===== config.mk =====
export PLATFORM = sky130hd
export DESIGN_NAME = datapath_param
export DESIGN_NICKNAME = d
export VERILOG_FILES = /design/src/rtl/datapath_param.sv
export SDC_FILE = /design/constraint.sdc
export NUM_CORES = 1
export LEC_CHECK = 0
export CELL_PAD_IN_SITES_DETAIL_PLACEMENT = 2
export CELL_PAD_IN_SITES_GLOBAL_PLACEMENT = 2
export CORE_MARGIN = 2
export CORE_UTILIZATION = 39
export CTS_BUF_LIST = sky130_fd_sc_hd__clkbuf_4 sky130_fd_sc_hd__clkbuf_8 sky130_fd_sc_hd__clkbuf_16
export DETAILED_ROUTE_END_ITERATION = 16
export GPL_TIMING_DRIVEN = 1
export PLACE_DENSITY = 0.83
export SLEW_MARGIN = 0
export SYNTH_ARGS = -nofsm -noshare
export SYNTH_HDL_FRONTEND = slang
export SYNTH_SLANG_ARGS = --single-unit

===== constraint.sdc =====
create_clock -name clk -period 6.1 [get_ports clk]
set_input_delay 0.915 -clock clk [delete_from_list [all_inputs] [get_ports clk]]
set_output_delay 0.915 -clock clk [all_outputs]
set_load 0.005 [all_outputs]

===== src/rtl/datapath_param.sv =====
// rtl/datapath_param.sv - parametrised accumulator datapath with shift-add multiplier
// Holds PC, MAR, MDR, IR and ACC, a four-operation ALU with Z/N/C flags, and an
// iterative multiplier that owns ACC from start until the product is written.
module datapath_param #(
  parameter int DATA_W = 16,
  parameter int ADDR_W = 8,
  parameter int OPC_W  = 8
) (
  input  logic              clk,
  input  logic              rst,
  input  logic              loadPC,
  input  logic              muxPC,
  input  logic              loadMAR,
  input  logic              muxMAR,
  input  logic              loadMDR,
  input  logic              loadIR,
  input  logic              loadACC,
  input  logic              muxACC,
  input  logic [1:0]        opALU,
  input  logic              mulStart,
  output logic              busy,
  output logic              mulDone,
  output logic              zflag,
  output logic              nflag,
  output logic              cflag,
  output logic [OPC_W-1:0]  opcode,
  output logic [ADDR_W-1:0] MemAddr,
  output logic [DATA_W-1:0] MemD,
  input  logic [DATA_W-1:0] MemQ
);

  localparam int HALF  = DATA_W / 2;
  localparam int CNT_W = (HALF > 1) ? $clog2(HALF) : 1;

  typedef enum logic [1:0] {
    S_IDLE = 2'd0,
    S_RUN  = 2'd1,
    S_DONE = 2'd2
  } mul_state_t;

  mul_state_t r_state;
  mul_state_t w_state_next;

  logic [ADDR_W-1:0] r_pc;
  logic [ADDR_W-1:0] r_mar;
  logic [DATA_W-1:0] r_mdr;
  logic [DATA_W-1:0] r_ir;
  logic [DATA_W-1:0] r_acc;
  logic              r_z;
  logic              r_n;
  logic              r_c;

  logic [DATA_W-1:0] r_mcand;
  logic [HALF-1:0]   r_mplier;
  logic [DATA_W-1:0] r_prod;
  logic [CNT_W-1:0]  r_cnt;

  logic [ADDR_W-1:0] w_ir_addr;
  logic [ADDR_W-1:0] w_pc_inc;
  logic [DATA_W:0]   w_add;
  logic [DATA_W:0]   w_sub;
  logic [DATA_W-1:0] w_alu_res;
  logic              w_alu_c;
  logic              w_mul_accept;
  logic              w_mul_last;
  logic              w_acc_load;
  logic              w_acc_we;
  logic [DATA_W-1:0] w_acc_next;
  logic              w_c_next;
  logic [DATA_W-1:0] w_prod_next;

  assign w_ir_addr = r_ir[DATA_W-1 -: ADDR_W];
  assign w_pc_inc  = r_pc + ADDR_W'(1);
  assign w_add     = {1'b0, r_acc} + {1'b0, r_mdr};
  assign w_sub     = {1'b0, r_acc} - {1'b0, r_mdr};

  // A multiply may start from IDLE or from the DONE cycle; a same-edge loadACC wins.
  assign w_mul_accept = mulStart && !loadACC && (r_state != S_RUN);
  assign w_mul_last   = (r_state == S_RUN) && (r_cnt == CNT_W'(HALF - 1));
  assign w_acc_load   = loadACC && (r_state != S_RUN);
  assign w_acc_we     = w_mul_last || w_acc_load;
  assign w_prod_next  = r_prod + (r_mplier[0] ? r_mcand : '0);

  assign busy    = (r_state == S_RUN);
  assign mulDone = (r_state == S_DONE);
  assign zflag   = r_z;
  assign nflag   = r_n;
  assign cflag   = r_c;
  assign opcode  = r_ir[OPC_W-1:0];
  assign MemAddr = r_mar;
  assign MemD    = r_acc;

  // ALU result and carry/borrow for the selected operation
  always_comb begin
    w_alu_res = '0;
    w_alu_c   = 1'b0;
    case (opALU)
      2'b00: begin
        w_alu_res = w_add[DATA_W-1:0];
        w_alu_c   = w_add[DATA_W];
      end
      2'b01: begin
        w_alu_res = w_sub[DATA_W-1:0];
        w_alu_c   = w_sub[DATA_W];
      end
      2'b10: w_alu_res = r_acc & r_mdr;
      default: w_alu_res = r_acc | r_mdr;
    endcase
  end

  // Value and carry written to ACC/flags; the product write takes priority
  always_comb begin
    w_acc_next = r_acc;
    w_c_next   = 1'b0;
    if (w_mul_last) begin
      w_acc_next = w_prod_next;
    end else if (w_acc_load) begin
      if (muxACC) begin
        w_acc_next = r_mdr;
      end else begin
        w_acc_next = w_alu_res;
        w_c_next   = w_alu_c;
      end
    end
  end

  // Multiplier state register
  always_ff @(posedge clk or posedge rst) begin
    if (rst) begin
      r_state <= S_IDLE;
    end else begin
      r_state <= w_state_next;
    end
  end

  // Multiplier next-state logic
  always_comb begin
    w_state_next = r_state;
    case (r_state)
      S_IDLE: if (w_mul_accept) w_state_next = S_RUN;
      S_RUN:  if (w_mul_last) w_state_next = S_DONE;
      S_DONE: w_state_next = w_mul_accept ? S_RUN : S_IDLE;
      default: w_state_next = S_IDLE;
    endcase
  end

  // Multiplier operand latch and one shift-add step per RUN cycle
  always_ff @(posedge clk or posedge rst) begin
    if (rst) begin
      r_mcand  <= '0;
      r_mplier <= '0;
      r_prod   <= '0;
      r_cnt    <= '0;
    end else if (w_mul_accept) begin
      r_mcand  <= {{(DATA_W - HALF){1'b0}}, r_acc[HALF-1:0]};
      r_mplier <= r_mdr[HALF-1:0];
      r_prod   <= '0;
      r_cnt    <= '0;
    end else if (r_state == S_RUN) begin
      r_prod   <= w_prod_next;
      r_mcand  <= r_mcand << 1;
      r_mplier <= r_mplier >> 1;
      r_cnt    <= r_cnt + CNT_W'(1);
    end
  end

  // Architectural registers; every source is the pre-edge value
  always_ff @(posedge clk or posedge rst) begin
    if (rst) begin
      r_pc  <= '0;
      r_mar <= '0;
      r_mdr <= '0;
      r_ir  <= '0;
      r_acc <= '0;
      r_z   <= 1'b0;
      r_n   <= 1'b0;
      r_c   <= 1'b0;
    end else begin
      if (loadPC)  r_pc  <= muxPC ? w_ir_addr : w_pc_inc;
      if (loadMAR) r_mar <= muxMAR ? r_pc : w_ir_addr;
      if (loadMDR) r_mdr <= MemQ;
      if (loadIR)  r_ir  <= r_mdr;
      if (w_acc_we) begin
        r_acc <= w_acc_next;
        r_z   <= (w_acc_next == '0);
        r_n   <= w_acc_next[DATA_W-1];
        r_c   <= w_c_next;
      end
    end
  end

endmodule


==> run summary, run 1 <==
Notes on the flow outputs.

- The wire length of the first global-routing pass reads about 42 mm.
- Headroom to the max-slew limit came out at 25.62%.
- Per the post-place timing report, worst setup slack is 1.029 ns.
- The share of the Yosys chip area taken by registers is 36.51%.
- The largest area contributor in the netlist is dfrtp_1.
- The data required time at the worst endpoint reads about 6.4 ns.
- The number of hold-slack violations in the final timing report reads 0.
- The top metal layer carrying routed signals is met4.
- The placeable core area reads 19270 sq um.
- The destination of the worst register-to-register timing path is zflag.
- The post-layout net count reads 1000.
- The timing report gives the worst reg2reg path a setup slack of 1.55 ns.
- The switching share of power reads 46.34%.
- The class of the most critical hold timing path is reg -> reg.
- The final report lists a non-filler cell total of 1169.
- The flow ran to the end, and the final reports show no timing, DRC or antenna violations.
- The final routed DRC violation total reads 0.
- The via count of the first global-routing pass reads 7536.
- The fraction of the mapped netlist area in simple logic gates is 16.03%.
- Per the skew report, the later register of the worst-skew pair sees a clock latency of approximately 0.36 ns.
- For met2 alone, demand over resource in global routing was roughly 47%.
- The combinational fraction of the cell area reads a little over 50%.
- The critical path endpoint category reads a flip-flop.
- The xor/xnor cell area share of the yosys netlist reads 3.338%.
- Per the CTS log, the buffer count on the longest clock path is 2.
- The non-clock buffer count in the final layout reads 70.
- The setup TNS after final layout is 0 ns.
- The number of filler instances in the final layout is 2156.
- The first routing iteration left 400 violations.
- The fraction of post-synthesis cell area in the top cell type by area reads 36.51%.
- The synthesized design contains 0 enable-type register cells.
- The mean area per synthesized cell reads just under 9 sq um.
- The internal power contribution is 2315 uW.
- Yosys reports a chip area of 7609 sq um.
- The fraction of final layout cells with drive strength greater than 1 reads 4.978%.
- Leaving out fill and tap cells, the most frequent cell in the layout is dfrtp_1.
- The relative contribution of the clock network to total power is 15.0%.
- The average routed wire per standard cell is approximately 22 um.
- The CTS buffer count reads 9.
- The net count after synthesis reads 975.
- For this run, the slowest stage of the critical path takes 0.56 ns.
- Ranking logic cells in the layout by count gives the top entries dfrtp_1 (111), nand2_1 (91), nor2_1 (85).
- The critical setup path kind is in -> reg.
- The critical path depth in cells is 12.
- The most common flop cell mapped by yosys is dfrtp_1.
Run 1, metal 4:
Scale: 2 px per um. Supply wires on this layer in gray. Cells faint in the background.
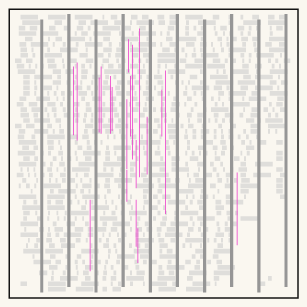
longest straight run	74.1 um
nets with wire on the layer	17
share of all routed wire	2.6%
Routed Wire Length: 26.01 mm
Vias: 6769

Run 1, the clock network:
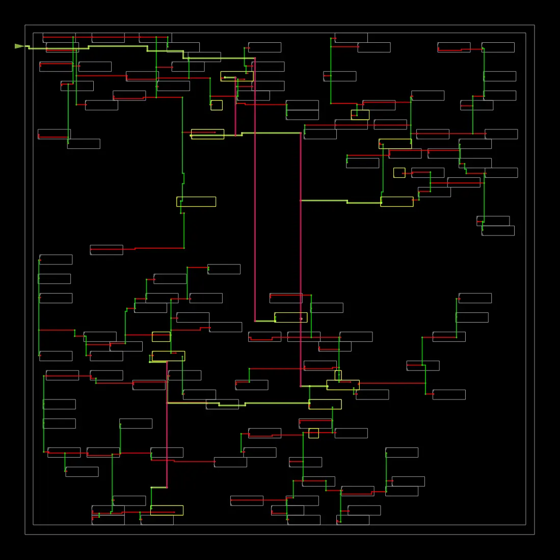
sequential cell count: 111
# clk buffers: 12

Run 1, metal 3:
Scale: 3 px per um. Cells faint in the background.
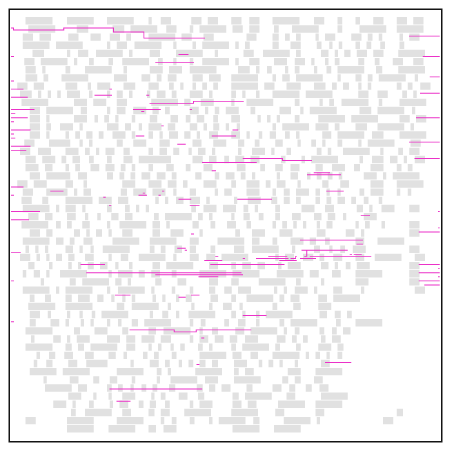
nets with wire on the layer	71
wire length on this layer	717 um
longest straight run	51.5 um
met3 routing resource usage after global routing: 3.332%

## Run 2: what changed since run 1
--- a/config.mk
+++ b/config.mk
@@ -8,11 +8,11 @@
 export CELL_PAD_IN_SITES_DETAIL_PLACEMENT = 2
 export CELL_PAD_IN_SITES_GLOBAL_PLACEMENT = 2
 export CORE_MARGIN = 2
-export CORE_UTILIZATION = 39
+export CORE_UTILIZATION = 36
 export CTS_BUF_LIST = sky130_fd_sc_hd__clkbuf_4 sky130_fd_sc_hd__clkbuf_8 sky130_fd_sc_hd__clkbuf_16
 export DETAILED_ROUTE_END_ITERATION = 16
 export GPL_TIMING_DRIVEN = 1
-export PLACE_DENSITY = 0.83
+export PLACE_DENSITY = 0.77
 export SLEW_MARGIN = 0
 export SYNTH_ARGS = -nofsm -noshare
 export SYNTH_HDL_FRONTEND = slang
==> constraint.sdc (replaced) <==
create_clock -name clk -period 4.8 [get_ports clk]
set_input_delay 0.72 -clock clk [delete_from_list [all_inputs] [get_ports clk]]
set_output_delay 0.72 -clock clk [all_outputs]
set_load 0.005 [all_outputs]
==> run summary, run 2 <==
Notes on the flow outputs.

- Sorting the synthesized cells by how often they occur yields dfrtp_1 (111), nand2_1 (91), nor2_1 (85), ha_1 (69), a21oi_1 (66).
- The number of hold-slack violations in the final timing report reads 0 (unchanged).
- The flip-flop and latch count after synthesis reads around 110.
- The maximum number of buffers from clock root to sink reads 2 (unchanged).
- In this run the cell area of the synthesized design comes to roughly 7600 sq um.
- The critical path endpoint category is a flip-flop.
- The met3 usage is 2.844% (-0.49 points).
- The final routed DRC violation total is 0 (unchanged).
- The run finished with clean final reports.
- The clock buffer instance count of the final layout was 10 (-2).
- The power report lists the combinational group at 3060 uW.
- The destination of the worst register-to-register timing path reads zflag.
- The number of vias after detailed routing is 6750 (-0.28%).
- The mean area per synthesized cell is 8.705 sq um (unchanged).
- The post-layout net count is 1006 (+0.60%).
- The top metal layer carrying routed signals is met4.
- The total number of sequential cells reads 111 (unchanged).
- The count of flip-flops with a built-in enable after synthesis is 0 (unchanged).
- The most common flop cell mapped by yosys is dfrtp_1.
- The violation count after the first detailed-routing iteration is 335 (-16%).
- The fraction of the yosys area taken by sequential cells reads 36.51% (unchanged).
- The post-placement worst setup slack reads 0.4537 ns (-0.5750 ns).
- The most common logic cell in the final layout is dfrtp_1.
- The switching share of power reads 46.71% (+0.37 points).
- The count of inserted tapcells is 275.
- The critical path depth in cells reads 13 (+1).
- The average routed wire per standard cell reads 21.88 um (-1.6%).
- The met2 usage reads 43.21% (-3.5 points).
- After detailed routing, the met2 layer carries 13.49 mm of wire.
- The data required time at the worst endpoint is 5.07 ns (-1.30 ns).
- The combinational fraction of the cell area reads 50.06% (-0.22 points).
- The critical setup path kind reads reg -> reg.
- The worst hold path stage count is 2.
- Clock-pin slew was measured on the worst setup and hold paths at approximately 0.090 ns.
- The wire length of the first global-routing pass reads 41.59 mm (-0.74%).
- According to the report, the first pass of detailed routing completed in 5 iterations.
- In the layout the commonest cells are dfrtp_1 (111), nand2_1 (91), nor2_1 (85).
- Final hold analysis gives a worst-case slack of 0.5043 ns.
- The net count after synthesis is 975 (unchanged).
- The class of the most critical hold timing path is reg -> reg.
- The non-clock buffer count in the final layout reads 76 (+8.6%).
- The via count of the first global-routing pass reads 7499 (-0.49%).
- The fraction of post-synthesis cell area in the top cell type by area reads 36.51% (unchanged).
- The yosys synthesis chip area is 7609 sq um (unchanged).
- The relative contribution of the clock network to total power came to 14.3% (-0.7 points).
- The fraction of final layout cells with drive strength greater than 1 reads 5.604% (+0.63 points).
- The insertion delay to the later sink of the worst-skew pair was 0.36 ns (about the same).
- Per the CTS log, the root buffer master is clkbuf_16.
- The worst supply voltage drop on vdd reads 0.4464 mV.
- The setup TNS after final layout came to 0 ns (unchanged).
- The xor/xnor cell area share of the yosys netlist reads 3.338% (unchanged).
- The internal power contribution came to 2885 uW (+25%).
- The power per cell area is 620.0 nW/um^2.
- The fraction of area in registers reads 31.81%.
- The worst-case register-to-register setup slack reads 0.45 ns (-1.10 ns).
- The delay of the slowest cell on the worst path is 0.54 ns (-0.02 ns).
- The number of standard cells in the layout, taps in and fillers out reads 1185 (+1.4%).
- The CTS buffer count reads 9 (unchanged).
- The remaining max-slew budget at the tightest pin came to 24.57% (-1.1 points).
- The fraction of the mapped netlist area in simple logic gates reads 16.03% (unchanged).
Run 2, pin map:
Scale: 2 px per um. Pins as bars across the die edge, other pins in gray.
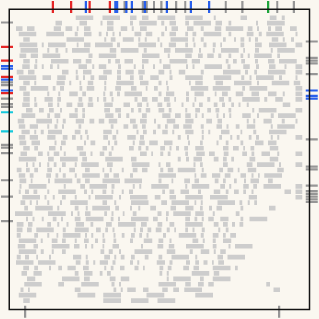
port	color	pins	direction	edge
opcode	red	8	output	4 left, 4 top
opALU	cyan	2	input	left
MemQ	blue	16	input	9 top, 4 left, 3 right
muxMAR	green	1	input	top
all pins by edge	25 top, 22 left, 17 right, 2 bottom
Port Buf Inserts: 65
Die Span X: 149.4 um
Die Height: 149.4 um

No activity file was given, so power comes from the tool's default toggle rates.
